<file path="src/rtl/sr_latch_writer.sv">
// Write controller for a gated SR latch: drives set/reset around a timed enable strobe,
// then checks the synchronised q/q_ readback against the value written.
module sr_latch_writer #(
    parameter int SETUP_CYCLES  = 1,
    parameter int STROBE_CYCLES = 2,
    parameter int HOLD_CYCLES   = 1,
    parameter int CNT_W         = 4
) (
    input  logic clock,
    input  logic reset_,
    input  logic write_request,
    input  logic write_value,
    input  logic latch_q,
    input  logic latch_q_,
    output logic latch_enable,
    output logic latch_set,
    output logic latch_reset,
    output logic busy,
    output logic done,
    output logic error
);

    typedef enum logic [2:0] {
        IDLE   = 3'd0,
        SETUP  = 3'd1,
        STROBE = 3'd2,
        HOLD   = 3'd3,
        CHECK  = 3'd4
    } state_t;

    localparam logic [CNT_W-1:0] SETUP_LOAD  = CNT_W'(SETUP_CYCLES - 1);
    localparam logic [CNT_W-1:0] STROBE_LOAD = CNT_W'(STROBE_CYCLES - 1);
    localparam logic [CNT_W-1:0] HOLD_LOAD   = CNT_W'(HOLD_CYCLES - 1);

    state_t           state;
    logic [CNT_W-1:0] count;
    logic             value;
    logic             q_sync_p0;
    logic             q_sync_p1;
    logic             qn_sync_p0;
    logic             qn_sync_p1;

    function automatic logic readback_bad(input logic q, input logic qn, input logic v);
        return !((q == v) && (qn == ~v));
    endfunction

    always_ff @(posedge clock or negedge reset_) begin
        if (!reset_) begin
            state        <= IDLE;
            count        <= '0;
            value        <= 1'b0;
            q_sync_p0    <= 1'b0;
            q_sync_p1    <= 1'b0;
            qn_sync_p0   <= 1'b0;
            qn_sync_p1   <= 1'b0;
            latch_enable <= 1'b0;
            latch_set    <= 1'b0;
            latch_reset  <= 1'b0;
            busy         <= 1'b0;
            done         <= 1'b0;
            error        <= 1'b0;
        end else begin
            // readback synchroniser stage p0 -> p1
            q_sync_p0  <= latch_q;
            q_sync_p1  <= q_sync_p0;
            qn_sync_p0 <= latch_q_;
            qn_sync_p1 <= qn_sync_p0;
            done       <= 1'b0;

            case (state)
                IDLE: begin
                    if (write_request) begin
                        value       <= write_value;
                        latch_set   <= write_value;
                        latch_reset <= ~write_value;
                        busy        <= 1'b1;
                        error       <= 1'b0;
                        count       <= SETUP_LOAD;
                        state       <= SETUP;
                    end
                end
                SETUP: begin
                    if (count == '0) begin
                        latch_enable <= 1'b1;
                        count        <= STROBE_LOAD;
                        state        <= STROBE;
                    end else begin
                        count <= count - 1'b1;
                    end
                end
                STROBE: begin
                    if (count == '0) begin
                        latch_enable <= 1'b0;
                        count        <= HOLD_LOAD;
                        state        <= HOLD;
                    end else begin
                        count <= count - 1'b1;
                    end
                end
                HOLD: begin
                    if (count == '0) begin
                        latch_set   <= 1'b0;
                        latch_reset <= 1'b0;
                        state       <= CHECK;
                    end else begin
                        count <= count - 1'b1;
                    end
                end
                CHECK: begin
                    // the p1 flops already reflect the strobe: hold + check spans the sync delay
                    error <= readback_bad(q_sync_p1, qn_sync_p1, value);
                    busy  <= 1'b0;
                    done  <= 1'b1;
                    state <= IDLE;
                end
                default: begin
                    latch_enable <= 1'b0;
                    latch_set    <= 1'b0;
                    latch_reset  <= 1'b0;
                    busy         <= 1'b0;
                    state        <= IDLE;
                end
            endcase
        end
    end

endmodule

</file>
<file path="config.mk">
export PLATFORM = sky130hd
export DESIGN_NAME = sr_latch_writer
export DESIGN_NICKNAME = d
export VERILOG_FILES = /design/src/rtl/sr_latch_writer.sv
export SDC_FILE = /design/constraint.sdc
export NUM_CORES = 1
export LEC_CHECK = 0
export ABC_AREA = 1
export CAP_MARGIN = 20
export CORE_UTILIZATION = 47
export CTS_BUF_LIST = sky130_fd_sc_hd__clkbuf_16
export DETAILED_ROUTE_END_ITERATION = 10
export PLACE_DENSITY = 0.73
export SLEW_MARGIN = 20
export SYNTH_ARGS = -nofsm -noshare
export SYNTH_HDL_FRONTEND = slang
export SYNTH_SLANG_ARGS = --single-unit
</file>
<file path="constraint.sdc">
create_clock -name clock -period 1.2 [get_ports clock]
set_input_delay 0.18 -clock clock [delete_from_list [all_inputs] [get_ports clock]]
set_output_delay 0.18 -clock clock [all_outputs]
set_load 0.01 [all_outputs]
</file>
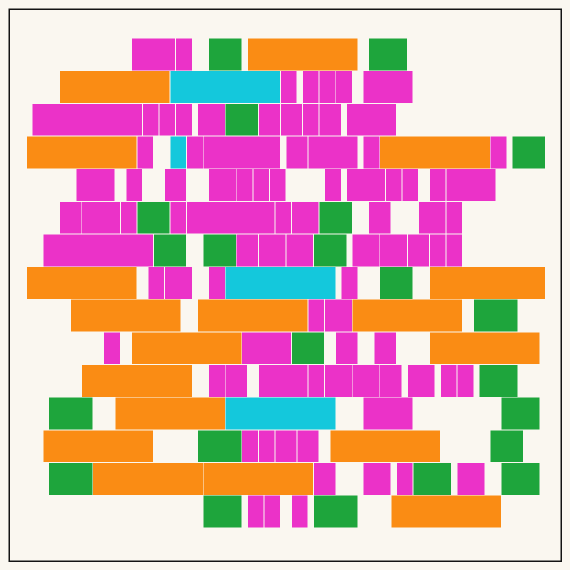
Figure 1: cells colored by class.
Drawn at 12 px/um.
legend:
  clock drivers and dummy loads:
    color: cyan
    cells: 4
  remaining buffers and delay cells:
    color: green
    cells: 22
  sequential cells:
    color: orange
    cells: 18
  remaining logic cells:
    color: magenta
    cells: 88

==> ci_impl_report.md <==
## Synthesis and layout report

| Metric | Value |
|---|---|
| Status | `complete, but fails checks` |
| Violations in the final reports | `setup timing` |
| Clock buffer count in the final layout | `3` |
| Vias in the first global route | `approximately 680` |
| Power Dens Cells | `approximately 2700 nW/um^2` |
| Met2 wirelength from detailed routing | `910 um` |
| Final Hold Viols | `0` |
| Hold-fix buffers, CTS | `0` |
| Number of standard cells reported by yosys | `106` |
| Reg2Reg Capture Point | `count[2]$_DFFE_PN0P_` |
| Actual transition at the worst max-transition pin | `around 0.23 ns` |
| NetSw | `1.396 mW` |
| Total power after layout | `3.405 mW` |
| Clock sink count | `18` |
| Logic cell area | `469.2 sq um` |
| Cell type of the slowest stage on the worst timing path | `dfrtp_1` |
| Maximum buffer depth of the clock tree | `2` |
| # rows | `15` |
| Proportion of synthesized flip-flops having asynchronous set or reset | `1.000` |
| Multi-input gates | `72` |
| Synth top area share | `0.4979` |
| Most common logic cell in the routed design | `nand2_1` |
| Most frequently placed logic cells in the final layout | `nand2_1, dfrtp_1, buf_4` |
| TNS Setup | `-0.01179 ns` |
| Maximum clock frequency | `826.5 MHz` |
| # DRC | `0` |
| Mapped Nets | `114` |
| Multiplexer share of the synthesized area | `0` |
| Proportion of layout cells with a drive suffix above 1 | `0.3788` |
| Cell breakdown of the critical path | `inv_2 > ha_4 > nand2_8 > inv_4 > nand2_4 > nand3_4 > inv_1 > nand2_1 > nand2_1` |
| Fraction of the core area covered by cells at the end of the flow | `0.7262` |
| Instance tally after logic synthesis | `roughly 110` |
| Simple-gate portion of the synthesized area | `0.3499` |
| Endpoint kind of the worst setup timing path | `flip-flop` |
| Relative contribution of sequential cells to total power | `0.272` |
| Width of the die | `45.87 um` |
| Leading register cell type out of synthesis | `dfrtp_1` |
| PnR worst setup slack | `-0.009959 ns` |
| Number of standard cells in the final layout excluding fillers | `157` |
| Number of cells traversed by the worst register-to-register path | `9` |
| Number of filler cells placed in the layout | `138` |
| Global-route wire length before repair | `2884 um` |
| Worst endpoint data arrival time | `1.36 ns` |
| Setup violators final | `2` |
| Crit path DRT | `1.35 ns` |
| Worst IR Drop VDD | `1.631 mV` |
| Clock Pin Slew Worst Setup and Hold Paths | `0.05 ns` |
| Number of sequential cells in the layout | `18` |
| Clock power frac | `0.199` |
| Met1 layer wirelength in the final routing | `792 um` |
| Diode count | `0` |
| Die Y-Extent | `between 40 and 50 um` |
| Startpoint Class | `flip-flop` |
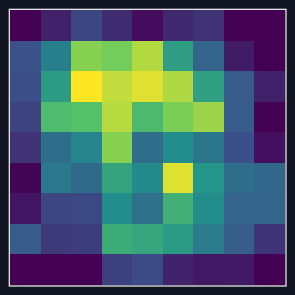
Figure 2: routed metal per tile.
Drawn at 6 px/um. 9 x 9 tiles, from dark purple (low) to yellow (high), scaled to the fullest tile. Values are wire area over tile area, all layers added.
nearly empty tiles: 12%
densest ninth of the die: middle
mean over tiles: 0.14
fullest tile: 0.37

==> worst max path at each step <==
stage / startpoint / endpoint / slack [ns]
after CTS: state[0]$_DFFE_PN0P_ / count[2]$_DFFE_PN0P_ / 0.0009
after detailed placement: count[1]$_DFFE_PN0P_ / count[2]$_DFFE_PN0P_ / -0.03
final: count[0]$_DFFE_PN0P_ / count[2]$_DFFE_PN0P_ / -0.01
after global placement: write_request / latch_set$_DFFE_PN0P_ / -0.02
after floorplan: count[0]$_DFFE_PN0P_ / count[2]$_DFFE_PN0P_ / 0.02
after global routing: count[0]$_DFFE_PN0P_ / count[2]$_DFFE_PN0P_ / -0.08
==> cell families after synthesis <==
group,count (synthesis)
AND/OR/NAND/NOR,61
flip-flops,18
AND-OR/OR-AND,8
adder cells (fa/ha/maj),2
XOR/XNOR,1
buffers and inverters,16
Power figures rest on the tool's default switching activity, not on a simulated workload.
